`config.mk`:
```
export PLATFORM = sky130hd
export DESIGN_NAME = wishbone_interconnect
export DESIGN_NICKNAME = d
export VERILOG_FILES = /design/src/rtl/wishbone_interconnect.sv
export SDC_FILE = /design/constraint.sdc
export NUM_CORES = 1
export LEC_CHECK = 0
export CORE_ASPECT_RATIO = 0.75
export CORE_MARGIN = 4
export CORE_UTILIZATION = 42
export CTS_CLUSTER_SIZE = 28
export DETAILED_ROUTE_END_ITERATION = 6
export HOLD_SLACK_MARGIN = 0.03
export PLACE_DENSITY = 0.8
export SLEW_MARGIN = 20
export SYNTH_ARGS = -nofsm -noshare
export SYNTH_HDL_FRONTEND = slang
export SYNTH_SLANG_ARGS = --single-unit
```
`constraint.sdc`:
```
create_clock -name clk -period 2 [get_ports clk]
set_clock_uncertainty 0.1 [all_clocks]
set_input_delay 0.4 -clock clk [delete_from_list [all_inputs] [get_ports clk]]
set_output_delay 0.4 -clock clk [all_outputs]
set_load 0.01 [all_outputs]
```
`src/rtl/wishbone_interconnect.sv`:
```
// -----------------------------------------------------------------------------
// wishbone_interconnect
//
// Single-controller to N-peripheral Wishbone classic interconnect. The upper
// pSelLen address bits pick a peripheral slot, the remaining bits are passed on
// as the local address. Each controller strobe gets exactly one ack. That ack
// comes from the selected peripheral, from the unmapped-address path (read data
// 0), or from a stall timeout (read data all ones, err=1).
//
// Optional build macro: WB_INTERCONNECT_STATUS_EN
//   When defined, slot 2**pSelLen-1 is an internal status register. A read
//   returns a saturating 8-bit timeout count. A write clears that count.
//
// Ports:
//   clk, rst_n    system clock, asynchronous active-low reset
//   wbc_*         controller side: stb/we/adr/dat in, rdat/ack/err out
//   wbp_stb       per-peripheral strobe (one-hot or zero)
//   wbp_we/adr/dat shared write enable, local address, write data
//   wbp_rdat      packed peripheral read data, slot i at [i*pDataLen +: pDataLen]
//   wbp_ack       per-peripheral ack
//   timeout_seen  sticky flag, set by any timeout, cleared only by reset
// -----------------------------------------------------------------------------
module wishbone_interconnect #(
  parameter int pAddrLen       = 4,
  parameter int pSelLen        = 2,
  parameter int pDataLen       = 8,
  parameter int pPeriCount     = 3,
  parameter int pTimeoutCycles = 16
) (
  input  logic                           clk,
  input  logic                           rst_n,
  input  logic                           wbc_stb,
  input  logic                           wbc_we,
  input  logic [pAddrLen-1:0]            wbc_adr,
  input  logic [pDataLen-1:0]            wbc_dat,
  output logic [pDataLen-1:0]            wbc_rdat,
  output logic                           wbc_ack,
  output logic                           wbc_err,
  output logic [pPeriCount-1:0]          wbp_stb,
  output logic                           wbp_we,
  output logic [pAddrLen-pSelLen-1:0]    wbp_adr,
  output logic [pDataLen-1:0]            wbp_dat,
  input  logic [pPeriCount*pDataLen-1:0] wbp_rdat,
  input  logic [pPeriCount-1:0]          wbp_ack,
  output logic                           timeout_seen
);

  localparam int LOC_LEN = pAddrLen - pSelLen;
  localparam int CNT_LEN = $clog2(pTimeoutCycles) + 1;
  localparam logic [CNT_LEN-1:0] CNT_LAST = CNT_LEN'(pTimeoutCycles - 1);

  typedef enum logic [1:0] {
    IDLE     = 2'd0,
    BUSY     = 2'd1,
    RESP     = 2'd2,
    WAIT_LOW = 2'd3
  } state_e;

  state_e state_q, state_d;

  logic [pSelLen-1:0]  sel_in, sel_q;
  logic [LOC_LEN-1:0]  adr_q;
  logic                we_q;
  logic [pDataLen-1:0] dat_q;
  logic [pDataLen-1:0] rdat_q;
  logic                err_q;
  logic [CNT_LEN-1:0]  cnt_q;
  logic                seen_q;

  logic                sel_mapped;
  logic                ack_hit;
  logic [pDataLen-1:0] slot_rdat;
  logic                cnt_done;
  logic                start;
  logic                timeout_evt;
  logic [pDataLen-1:0] idle_rdat;

  assign sel_in      = wbc_adr[pAddrLen-1 -: pSelLen];
  assign sel_mapped  = ({1'b0, sel_in} < (pSelLen + 1)'(pPeriCount));
  assign start       = (state_q == IDLE) && wbc_stb;
  assign cnt_done    = (cnt_q == CNT_LAST);
  // An ack arriving on the last allowed cycle beats the timeout.
  assign timeout_evt = (state_q == BUSY) && !ack_hit && cnt_done;

`ifdef WB_INTERCONNECT_STATUS_EN
  localparam logic [pSelLen-1:0] STATUS_SEL = '1;

  if (pPeriCount >= 2**pSelLen) begin : g_bad_cfg
    $error("status slot collides with a peripheral slot: pPeriCount must be < 2**pSelLen");
  end

  logic       status_hit;
  logic [7:0] status_cnt_q;

  assign status_hit = (sel_in == STATUS_SEL);
  assign idle_rdat  = status_hit ? pDataLen'(status_cnt_q) : '0;

  // A clearing write wins over a timeout landing in the same cycle.
  always_ff @(posedge clk or negedge rst_n) begin
    if (!rst_n) begin
      status_cnt_q <= '0;
    end else if (start && status_hit && wbc_we) begin
      status_cnt_q <= '0;
    end else if (timeout_evt && (status_cnt_q != 8'hFF)) begin
      status_cnt_q <= status_cnt_q + 8'd1;
    end
  end
`else
  assign idle_rdat = '0;
`endif

  // Route the selected slot's ack and read data. Only slots that exist are
  // decoded, so an unmapped sel never indexes past the packed buses.
  always_comb begin
    // NOTE: every always_comb output gets a default first so that no path leaves it unassigned and infers a latch.
    ack_hit   = 1'b0;
    slot_rdat = '0;
    wbp_stb   = '0;
    for (int i = 0; i < pPeriCount; i++) begin
      if (sel_q == pSelLen'(i)) begin
        ack_hit    = wbp_ack[i];
        slot_rdat  = wbp_rdat[i*pDataLen +: pDataLen];
        wbp_stb[i] = (state_q == BUSY);
      end
    end
  end

  always_comb begin
    state_d = state_q;
    unique case (state_q)
      IDLE:     if (wbc_stb) state_d = sel_mapped ? BUSY : RESP;
      BUSY:     if (ack_hit || cnt_done) state_d = RESP;
      RESP:     state_d = WAIT_LOW;
      WAIT_LOW: if (!wbc_stb) state_d = IDLE;
      default:  state_d = IDLE;
    endcase
  end

  always_ff @(posedge clk or negedge rst_n) begin
    // NOTE: sequential state uses <= so every register samples the pre-edge values of the others.
    if (!rst_n) state_q <= IDLE;
    else        state_q <= state_d;
  end

  always_ff @(posedge clk or negedge rst_n) begin
    // NOTE: the latched request fields are reset along with the FSM because every output must read 0 while rst_n is low.
    if (!rst_n) begin
      sel_q  <= '0;
      adr_q  <= '0;
      we_q   <= 1'b0;
      dat_q  <= '0;
      rdat_q <= '0;
      err_q  <= 1'b0;
      cnt_q  <= '0;
      seen_q <= 1'b0;
    end else begin
      if (start) begin
        sel_q <= sel_in;
        adr_q <= wbc_adr[LOC_LEN-1:0];
        we_q  <= wbc_we;
        dat_q <= wbc_dat;
        cnt_q <= '0;
        err_q <= 1'b0;
        if (!sel_mapped) rdat_q <= idle_rdat;
      end
      if (state_q == BUSY) begin
        // The counter stops at its last value, so it never wraps.
        if (!cnt_done) cnt_q <= cnt_q + 1'b1;
        if (ack_hit) begin
          rdat_q <= slot_rdat;
          err_q  <= 1'b0;
        end else if (cnt_done) begin
          rdat_q <= '1;
          err_q  <= 1'b1;
          seen_q <= 1'b1;
        end
      end
    end
  end

  assign wbc_rdat     = rdat_q;
  assign wbc_ack      = (state_q == RESP);
  assign wbc_err      = (state_q == RESP) && err_q;
  assign wbp_we       = we_q;
  assign wbp_adr      = adr_q;
  assign wbp_dat      = dat_q;
  assign timeout_seen = seen_q;

endmodule

```
Figure 1. Placement view (run 1).
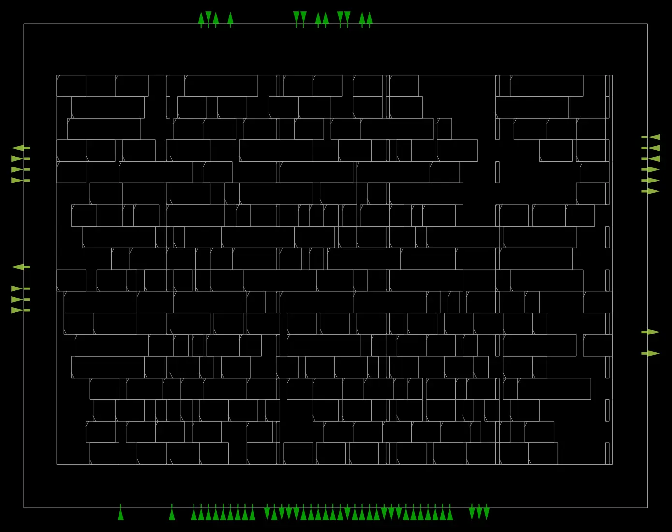
core area: 3420 µm²
row cnt: 18
Tapcells: 50
registers: 30

Figure 2. Met3 routing (run 1).
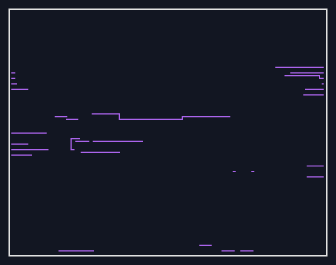
share of all routed wire: 4.2%
nets with wire on the layer: 25
wire length on this layer: 169 µm
WL final: 4040 µm
M3 GR Usage: 0.0490
DR vias: 1340

Figure 3. Sequential cells grouped by signal name (run 1).
Other sequential cells in the stronger gray, the rest of the logic in the fainter gray.
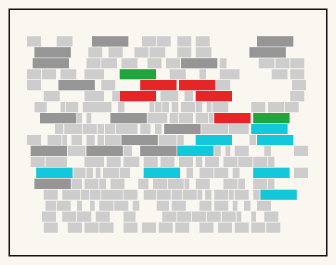
legend:
  red:
    name_in_the_netlist: cnt_q
    placed_flops: 5
  green:
    name_in_the_netlist: wbp_adr
    placed_flops: 2
  cyan:
    name_in_the_netlist: wbc_rdat
    placed_flops: 8

==> flow_metrics.py, run 1 <==
# Flow results
metrics = {
    "place": {
        "portBuffers": 67,
        "placed_cell_area_um2": 2340,
    },
    "synthesis": {
        "synth.comb.largest_family": "multiplexers",
        "postSynthSeqShare": 0.480,
        "synth_flops": 30,
        "ys_area_um2": 1560,
        "syn_area_per_cell_um2": 11.5,
        "async_reset_ff_frac": 1.00,
    },
    "finish": {
        "num-fill-cells": 260,
        "comb_area_um2": 782,
        "nClkBuffers": 7,
        "diodes": 0,
        "fin_area_um2": 2440,
        "mostFrequentLayoutCells": "clkdlybuf4s50_1, dfrtp_1, mux2i_1",
    },
    "run": {
        "warnings": 31,
    },
    "global_route": {
        "grt_pass1_wl_um": 6640,
        "use_met2": 0.324,
    },
    "setup_path": {
        "start_kind": "flip-flop",
        "rr_worst_depth": 6,
        "cp-end-kind": "output pin",
        "crit_fanout": 4,
    },
    "timing": {
        "worstMarginPinSlew_ns": 0.458,
    },
    "outcome": {
        "status": "finished, final reports clean",
    },
    "clocking": {
        "htree_levels": 2,
    },
    "floorplanning": {
        "die_w_um": 78.4,
    },
    "power": {
        "powerDensity_nw_per_um2": 1360,
        "p_seq_frac": 0.323,
    },
}
==> run 1: sequential cells by signal (all words and copies together) (netlist names) <==
name / count
state_q: 2
cnt_q: 5
timeout_seen: 1
wbp_we: 1
wbp_dat: 8
wbp_adr: 2
wbc_rdat: 8
sel_q: 2
err_q: 1
==> run 1: worst max path at each step <==
| stage | cells after the start | to | slack [ns] |
|---|---|---|---|
| 2_1_floorplan | 5 | sel_q[0] | 0.29 |
| 3_3_place_gp | 4 | wbp_stb[0] | 0.09 |
| 3_5_place_dp | 4 | wbp_stb[0] | -0.02 |
| 4_1_cts | 4 | wbp_stb[0] | 0.02 |
| 5_1_grt | 4 | wbp_stb[1] | -0.04 |
| 6_report | 4 | wbc_err | 0.04 |
Figure 4. Port wiring (run 1).
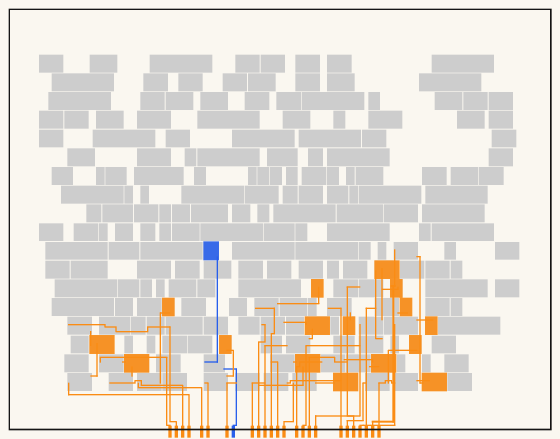

## Run 2: what changed since run 1
Settings changed: CORE_UTILIZATION 42 to 38, PLACE_DENSITY 0.8 to 0.76.
Clock period 2 ns to 1.6 ns, I/O delays scaled along.
Figure 5. Port wiring (run 2).
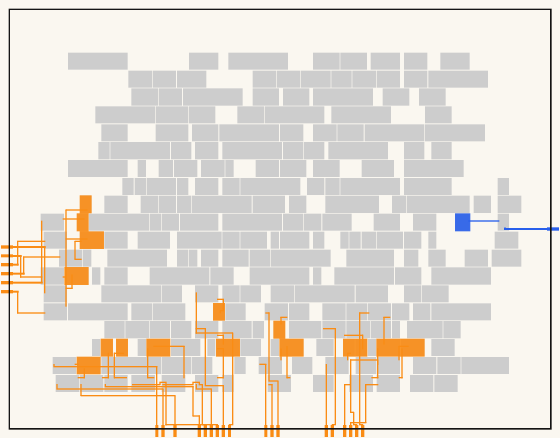
legend:
  blue:
    port: wbc_err
    bits: 1
    direction: output
    edge: right
    end_cells: 1
    buffers: 1
    wire: 11.0 µm
  orange:
    port: wbp_rdat
    bits: 24
    direction: input
    edge: 18 bottom, 6 left
    end_cells: 16
    buffers: 24
    wire: 457 µm

==> run 2 against run 1 <==
Against the previous run: the run now ends with negative setup slack left; cell count rose by 7.2%; setup slack got worse by 0.14 ns; design area rose by 11%; combinational power rose by 49%; highest routed layer unchanged; largest cell class is now buffers; via count rose by 6.4%; sequential power rose by 24%; worst hold slack got worse by 0.079 ns; critical path type unchanged; global-route usage fell by 0.46 points.
==> flow_metrics.py, run 2 <==
# Flow results
metrics = {
    "synthesis": {
        "synth_flops": 30,
        "syn_area_per_cell_um2": 11.5,
        "postSynthSeqShare": 0.480,
        "ys_area_um2": 1560,
        "async_reset_ff_frac": 1.00,
    },
    "global_route": {
        "use_met2": 0.303,
    },
    "outcome": {
        "status": "finished with violations",
        "violations": "negative setup slack",
    },
    "route": {
        "wirelength_um": 4510,
        "via_count": 1426,
    },
    "setup_path": {
        "path_depth": 4,
        "endpoint": "wbp_stb[1]",
        "timing.rr.start": "state_q[0]",
        "start_kind": "flip-flop",
        "crit_fanout": 4,
        "cp-end-kind": "output pin",
        "rr_worst_depth": 7,
    },
    "place": {
        "portBuffers": 67,
        "placed_cell_area_um2": 2450,
    },
    "floorplanning": {
        "die_w_um": 82.1,
        "core_um2": 3800,
        "rows": 19,
    },
    "run": {
        "warnings": 32,
    },
    "timing": {
        "fin_crit_sh": 1.06,
        "setup_viol": 7,
        "worst_slack_ns": -0.0980,
        "worstMarginPinSlew_ns": 0.318,
    },
    "finish": {
        "fin_area_um2": 2710,
        "mostFrequentLayoutCells": "clkdlybuf4s50_1, dfrtp_1, mux2i_1",
        "num-fill-cells": 260,
        "drive_above_1_share": 0.322,
    },
    "power": {
        "powerDensity_nw_per_um2": 1720,
    },
    "clocking": {
        "post_cts_resized": 44,
    },
}
-- run 2: power by group --
group / total (W) / switching, W / internal [W]
sequential: 0.00133 / 0.000228 / 0.00110
combinational: 0.00262 / 0.00117 / 0.00145
clock: 0.000717 / 0.000283 / 0.000434
-- run 2: area by class of cell --
type                       count  area, µm²  area share
clock buffer                   8        110      0.0406
inverter                       4       15.0     0.00553
multi-input combinational     96        872       0.321
sequential                    30        752       0.277
tap                           52       65.1      0.0240
timing repair buffer          92        900       0.331
-- run 2: cell families after synthesis --
logic type / count (synthesis) / synth area share
fa+ha+maj: 6 / 0.0480
simple gates: 28 / 0.100
mux: 34 / 0.228
buf+inv: 10 / 0.0296
compound gates: 28 / 0.114
flops: 30 / 0.480
No activity file was given, so power comes from the tool's default toggle rates.
